**M4 wires**

Bar = 50 um.
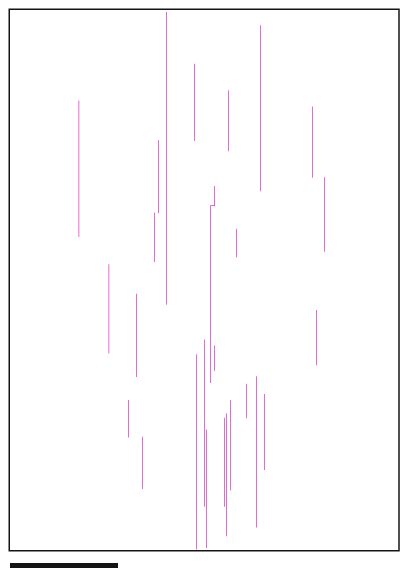
**Sequential cells grouped by signal name**

Bar = 50 um. Other sequential cells in the stronger grey, the rest of the logic in the fainter grey.
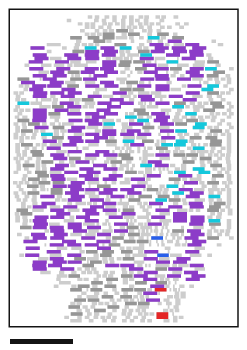
===== src/rtl/gcd_dispatch_if.sv =====
// -----------------------------------------------------------------------------
// gcd_dispatch_if -- signal bundle between the GCD dispatcher and its
// neighbours: the upstream operand source, the external gcd core and the
// downstream result sink.
//
//   in_valid / in_ready / in_opa / in_opb      upstream operand-pair handshake
//   gcd_opa / gcd_opb / gcd_start              request to the gcd core
//   gcd_result / gcd_done                      response from the gcd core
//   out_valid / out_ready / out_opa / out_opb / out_result
//                                              downstream result handshake
//   level                                      FIFO occupancy (0..DEPTH)
//
// Modport master is the dispatcher; slave is its environment.
// -----------------------------------------------------------------------------
interface gcd_dispatch_if #(
  parameter int DEPTH = 4,
  parameter int W     = 32
);
  localparam int LW = $clog2(DEPTH) + 1;

  logic          in_valid;
  logic          in_ready;
  logic [W-1:0]  in_opa;
  logic [W-1:0]  in_opb;
  logic [W-1:0]  gcd_opa;
  logic [W-1:0]  gcd_opb;
  logic          gcd_start;
  logic [W-1:0]  gcd_result;
  logic          gcd_done;
  logic          out_valid;
  logic          out_ready;
  logic [W-1:0]  out_opa;
  logic [W-1:0]  out_opb;
  logic [W-1:0]  out_result;
  logic [LW-1:0] level;

  modport master (
    input  in_valid, in_opa, in_opb, gcd_result, gcd_done, out_ready,
    output in_ready, gcd_opa, gcd_opb, gcd_start,
           out_valid, out_opa, out_opb, out_result, level
  );

  modport slave (
    output in_valid, in_opa, in_opb, gcd_result, gcd_done, out_ready,
    input  in_ready, gcd_opa, gcd_opb, gcd_start,
           out_valid, out_opa, out_opb, out_result, level
  );
endinterface


===== src/rtl/gcd_dispatch.sv =====
// -----------------------------------------------------------------------------
// gcd_dispatch -- queues operand pairs in a small FIFO and feeds them one at a
// time to an external gcd core, delivering (opa, opb, gcd) in arrival order
// through a single output register.  Pairs with a zero operand bypass the core.
//
//   clk     single clock, rising edge
//   resetn  asynchronous active-low reset
//   bus     gcd_dispatch_if.master (upstream, gcd core and downstream signals)
// -----------------------------------------------------------------------------
module gcd_dispatch #(
  parameter int DEPTH = 4,   // power of two, 2..16
  parameter int W     = 32
) (
  input  logic           clk,
  input  logic           resetn,
  gcd_dispatch_if.master bus
);

  localparam int PW = $clog2(DEPTH);
  localparam int LW = PW + 1;

  typedef enum logic [1:0] {IDLE, RUN, HOLD, RECOVER} state_t;

  state_t          r_state, w_next_state;
  logic [2*W-1:0]  r_mem [DEPTH];
  logic [LW-1:0]   r_wr_ptr, r_rd_ptr;
  logic            r_rst_done;
  logic [W-1:0]    r_gcd_opa, r_gcd_opb;
  logic            r_out_valid;
  logic [W-1:0]    r_out_opa, r_out_opb, r_out_result;

  logic [LW-1:0]   w_level;
  logic            w_empty, w_full, w_in_ready, w_push;
  logic [W-1:0]    w_head_a, w_head_b;
  logic            w_head_zero, w_out_free;
  logic            w_pop, w_launch, w_bypass, w_capture;

  // Pointers carry one extra wrap bit so full and empty are distinguishable.
  assign w_level     = r_wr_ptr - r_rd_ptr;
  assign w_empty     = (w_level == '0);
  assign w_full      = (w_level == LW'(DEPTH));
  // in_ready stays low until the first clock edge after reset is released.
  assign w_in_ready  = r_rst_done && !w_full;
  assign w_push      = bus.in_valid && w_in_ready;
  assign {w_head_a, w_head_b} = r_mem[r_rd_ptr[PW-1:0]];
  assign w_head_zero = (w_head_a == '0) || (w_head_b == '0);
  assign w_out_free  = !r_out_valid || bus.out_ready;

  // NOTE: every signal written here gets a default first, so no path leaves
  // one unassigned and no latch is inferred.
  always_comb begin
    w_next_state = r_state;
    w_pop        = 1'b0;
    w_launch     = 1'b0;
    w_bypass     = 1'b0;
    w_capture    = 1'b0;
    unique case (r_state)
      IDLE: begin
        // gcd_done is deliberately not looked at here.
        if (!w_empty) begin
          if (w_head_zero) begin
            if (w_out_free) begin
              w_pop    = 1'b1;
              w_bypass = 1'b1;
            end
          end else begin
            w_pop        = 1'b1;
            w_launch     = 1'b1;
            w_next_state = RUN;
          end
        end
      end
      RUN: begin
        if (bus.gcd_done) begin
          if (w_out_free) begin
            w_capture    = 1'b1;
            w_next_state = RECOVER;
          end else begin
            w_next_state = HOLD;
          end
        end
      end
      HOLD: begin
        // The core keeps done/result up while gcd_start remains high.
        if (w_out_free) begin
          w_capture    = 1'b1;
          w_next_state = RECOVER;
        end
      end
      RECOVER: begin
        // Wait for the core to drop done so the next launch is a fresh one.
        if (!bus.gcd_done) w_next_state = IDLE;
      end
      default: w_next_state = IDLE;
    endcase
  end

  // NOTE: sequential state uses non-blocking assignments so every register
  // samples pre-edge values regardless of process evaluation order.
  always_ff @(posedge clk or negedge resetn) begin
    if (!resetn) begin
      r_state    <= IDLE;
      r_wr_ptr   <= '0;
      r_rd_ptr   <= '0;
      r_rst_done <= 1'b0;
      r_gcd_opa  <= '0;
      r_gcd_opb  <= '0;
    end else begin
      r_state    <= w_next_state;
      r_rst_done <= 1'b1;
      if (w_push)   r_wr_ptr <= r_wr_ptr + LW'(1);
      if (w_pop)    r_rd_ptr <= r_rd_ptr + LW'(1);
      if (w_launch) begin
        r_gcd_opa <= w_head_a;
        r_gcd_opb <= w_head_b;
      end
    end
  end

  // NOTE: the FIFO storage has no reset; the pointers alone define which
  // entries are valid, so stale contents are never observed.
  always_ff @(posedge clk) begin
    if (w_push) r_mem[r_wr_ptr[PW-1:0]] <= {bus.in_opa, bus.in_opb};
  end

  always_ff @(posedge clk or negedge resetn) begin
    if (!resetn) begin
      r_out_valid  <= 1'b0;
      r_out_opa    <= '0;
      r_out_opb    <= '0;
      r_out_result <= '0;
    end else if (w_bypass) begin
      r_out_valid  <= 1'b1;
      r_out_opa    <= w_head_a;
      r_out_opb    <= w_head_b;
      // (0,0) yields 0 because head_b is then zero as well.
      r_out_result <= (w_head_a == '0) ? w_head_b : w_head_a;
    end else if (w_capture) begin
      r_out_valid  <= 1'b1;
      r_out_opa    <= r_gcd_opa;
      r_out_opb    <= r_gcd_opb;
      r_out_result <= bus.gcd_result;
    end else if (r_out_valid && bus.out_ready) begin
      r_out_valid  <= 1'b0;
    end
  end

  assign bus.in_ready   = w_in_ready;
  assign bus.level      = w_level;
  assign bus.gcd_opa    = r_gcd_opa;
  assign bus.gcd_opb    = r_gcd_opb;
  assign bus.gcd_start  = (r_state == RUN) || (r_state == HOLD);
  assign bus.out_valid  = r_out_valid;
  assign bus.out_opa    = r_out_opa;
  assign bus.out_opb    = r_out_opb;
  assign bus.out_result = r_out_result;

endmodule

===== src/flat_wrapper.sv =====
// flat-port wrapper written by rule: the top's interface ports become plain ports
module gcd_dispatch_flat 
#(
  parameter int DEPTH = 4,                         
  parameter int W     = 32
)
  (clk, resetn, bus_in_valid, bus_in_opa, bus_in_opb, bus_gcd_result, bus_gcd_done, bus_out_ready, bus_in_ready, bus_gcd_opa, bus_gcd_opb, bus_gcd_start, bus_out_valid, bus_out_opa, bus_out_opb, bus_out_result, bus_level);
  gcd_dispatch_if #(.DEPTH(DEPTH), .W(W)) bus_i ();
  input  logic clk;
  input  logic resetn;
  input wire logic [$bits(bus_i.in_valid)-1:0] bus_in_valid;
  input wire logic [$bits(bus_i.in_opa)-1:0] bus_in_opa;
  input wire logic [$bits(bus_i.in_opb)-1:0] bus_in_opb;
  input wire logic [$bits(bus_i.gcd_result)-1:0] bus_gcd_result;
  input wire logic [$bits(bus_i.gcd_done)-1:0] bus_gcd_done;
  input wire logic [$bits(bus_i.out_ready)-1:0] bus_out_ready;
  output wire logic [$bits(bus_i.in_ready)-1:0] bus_in_ready;
  output wire logic [$bits(bus_i.gcd_opa)-1:0] bus_gcd_opa;
  output wire logic [$bits(bus_i.gcd_opb)-1:0] bus_gcd_opb;
  output wire logic [$bits(bus_i.gcd_start)-1:0] bus_gcd_start;
  output wire logic [$bits(bus_i.out_valid)-1:0] bus_out_valid;
  output wire logic [$bits(bus_i.out_opa)-1:0] bus_out_opa;
  output wire logic [$bits(bus_i.out_opb)-1:0] bus_out_opb;
  output wire logic [$bits(bus_i.out_result)-1:0] bus_out_result;
  output wire logic [$bits(bus_i.level)-1:0] bus_level;
  assign bus_i.in_valid = bus_in_valid;
  assign bus_i.in_opa = bus_in_opa;
  assign bus_i.in_opb = bus_in_opb;
  assign bus_i.gcd_result = bus_gcd_result;
  assign bus_i.gcd_done = bus_gcd_done;
  assign bus_i.out_ready = bus_out_ready;
  assign bus_in_ready = bus_i.in_ready;
  assign bus_gcd_opa = bus_i.gcd_opa;
  assign bus_gcd_opb = bus_i.gcd_opb;
  assign bus_gcd_start = bus_i.gcd_start;
  assign bus_out_valid = bus_i.out_valid;
  assign bus_out_opa = bus_i.out_opa;
  assign bus_out_opb = bus_i.out_opb;
  assign bus_out_result = bus_i.out_result;
  assign bus_level = bus_i.level;
  gcd_dispatch #(.DEPTH(DEPTH), .W(W)) u_core (.clk(clk), .resetn(resetn), .bus(bus_i));
endmodule

===== config.mk =====
export PLATFORM = sky130hd
export DESIGN_NAME = gcd_dispatch_flat
export DESIGN_NICKNAME = d
export VERILOG_FILES = /design/src/rtl/gcd_dispatch_if.sv /design/src/rtl/gcd_dispatch.sv /design/src/flat_wrapper.sv
export SDC_FILE = /design/constraint.sdc
export NUM_CORES = 1
export LEC_CHECK = 0
export CAP_MARGIN = 20
export CELL_PAD_IN_SITES_DETAIL_PLACEMENT = 1
export CELL_PAD_IN_SITES_GLOBAL_PLACEMENT = 1
export CORE_ASPECT_RATIO = 1.4
export CORE_MARGIN = 2
export CORE_UTILIZATION = 40
export DETAILED_ROUTE_END_ITERATION = 6
export PLACE_DENSITY = 0.7
export SETUP_SLACK_MARGIN = 0.05
export SLEW_MARGIN = 40
export SYNTH_ARGS = -nofsm -noshare
export SYNTH_HDL_FRONTEND = slang
export SYNTH_SLANG_ARGS = --single-unit
export TNS_END_PERCENT = 30

===== constraint.sdc =====
create_clock -name clk -period 9.46 [get_ports clk]
set_input_delay 1.892 -clock clk [delete_from_list [all_inputs] [get_ports clk]]
set_output_delay 1.892 -clock clk [all_outputs]
set_load 0.03 [all_outputs]

==> impl_table.tex <==
% Implementation results table
\begin{tabular}{lr}
\hline
Metric & Value \\
\hline
\multicolumn{2}{l}{\textbf{Power and ir drop}} \\
\quad Total internal power & 5280 uW \\
\multicolumn{2}{l}{\textbf{Layout}} \\
\quad Fillcell total & 3899 \\
\quad Top cells excl fill/tap & clkdlybuf4s50\_1, edfxtp\_1, dfrtp\_1 \\
\multicolumn{2}{l}{\textbf{Timing}} \\
\quad Worst clock skew & 0.0175 ns \\
\quad Min Clock Period, post-route & 5.65 ns \\
\quad Setup slack after layout & 3.81 ns \\
\quad Worst-case headroom to the max-slew limit & 46.0\% \\
\multicolumn{2}{l}{\textbf{Clock tree}} \\
\quad CTS hold repair buffers & 0 \\
\quad Clock transition at the register clock pins on the worst setup and hold paths after CTS & 0.06 ns \\
\multicolumn{2}{l}{\textbf{Place}} \\
\quad Half-perimeter wire length after detailed placement & 32.7 mm \\
\quad Weighted congestion at the end of routability-driven global placement & 0.749 \\
\multicolumn{2}{l}{\textbf{Route}} \\
\quad Total vias in the final route & 9547 \\
\quad Number of iterations in the first detailed-routing pass & 5 \\
\quad Initial drt markers & 633 \\
\multicolumn{2}{l}{\textbf{Logic synthesis}} \\
\quad Count of flip-flops with a built-in enable after synthesis & 256 \\
\quad Synth Net Count & 1015 \\
\quad Fraction of registers with async set or reset after synthesis & 39.9\% \\
\quad Number of warnings issued by yosys & 0 \\
\quad Synthesized instance count & 903 \\
\quad Register share after synthesis & 69.7\% \\
\quad Average cell area after synthesis & 19.0 um\^{}2 \\
\multicolumn{2}{l}{\textbf{Floorplanning}} \\
\quad Num rows & 89 \\
\quad Top-level I/O count & 267 \\
\quad Floorplan utilization & 40.6\% \\
\multicolumn{2}{l}{\textbf{Run}} \\
\quad Warning total across the stage logs & 34 \\
\quad Number of max-cap violations & 0 \\
\multicolumn{2}{l}{\textbf{Setup path}} \\
\quad Critical path's largest stage delay & 0.86 ns \\
\quad Category of the critical setup timing path & reg2out \\
\multicolumn{2}{l}{\textbf{Global route}} \\
\quad Pin count of the biggest net entering global routing & 113 \\
\multicolumn{2}{l}{\textbf{Outcome}} \\
\quad Result of the run & completed \\
\hline
\end{tabular}
Notes on 'M4 wires' above:
main direction = vertical
nets with wire on the layer = 16
longest straight run = 135 um
share of all routed wire = 2.5%

Notes on 'sequential cells grouped by signal name' above:
`u_core.r_mem` -> purple  # sequential cells 256, where spread over the die
`u_core.r_wr_ptr` -> red  # sequential cells 3
`u_core.r_state` -> blue  # sequential cells 2
`u_core.bus.gcd_opb` -> cyan  # sequential cells 32

path summary, 6_finish.rpt:
path	start	to	slack (ns)	cells past startpoint
setup / recovery	u_core.r_rd_ptr[0]	bus_in_ready	3.81	7
hold / removal	u_core.r_rd_ptr[2]	u_core.r_rd_ptr[2]	0.50	1
setup reg to reg	u_core.r_rd_ptr[0]	u_core.bus.out_opb[16]	3.84	9
hold reg to reg	u_core.r_rd_ptr[2]	u_core.r_rd_ptr[2]	0.50	1
max in group asynchronous	resetn	u_core.bus.out_result[7]	7.07	2
min in group asynchronous	resetn	u_core.bus.out_opa[14]	1.31	1
flip-flops by register name, summed over array words and instances, names as in the netlist, 3 cells and up:
signal and cells:
u_core.bus.out_opb 32, u_core.bus.out_opa 32, u_core.bus.out_result 32, u_core.r_rd_ptr 3, u_core.bus.gcd_opa 32, u_core.r_wr_ptr 3
u_core.bus.gcd_opb 32, u_core.r_mem 256
power by group through the flow:
stage                     combinational, uW  sequential, uW  clock [uW]
after floorplan                        1760            3510           0
after CTS                              3970            2950        1730
after global placement                 3890            2960           0
after global routing                   4160            3010        1790
final                                  3930            2940        1700
after detailed placement               3950            2980           0
cell type report:
class | count | area [um^2] | share of cell area [%]
antenna | 4 | 10.0 | 0.0457
sequential | 426 | 11900 | 54.5
multi-input combinational | 425 | 5010 | 22.9
inverter | 8 | 30.0 | 0.137
clock buffer | 58 | 1190 | 5.44
tap | 546 | 683 | 3.12
timing repair buffer | 280 | 2830 | 12.9
clock inverter | 19 | 204 | 0.931
routing by layer:
| metal | vias up | wire length [um] | GRT usage, % |
|---|---|---|---|
| met5 | - | 0 | 0 |
| li1 | 4119 | - | - |
| met1 | 5057 | 19400 | 28.5 |
| met2 | 310 | 25000 | 37.6 |
| met4 | 0 | 1200 | 6.74 |
| met3 | 61 | 2750 | 3.83 |
Power is estimated from default activity; no workload was simulated.
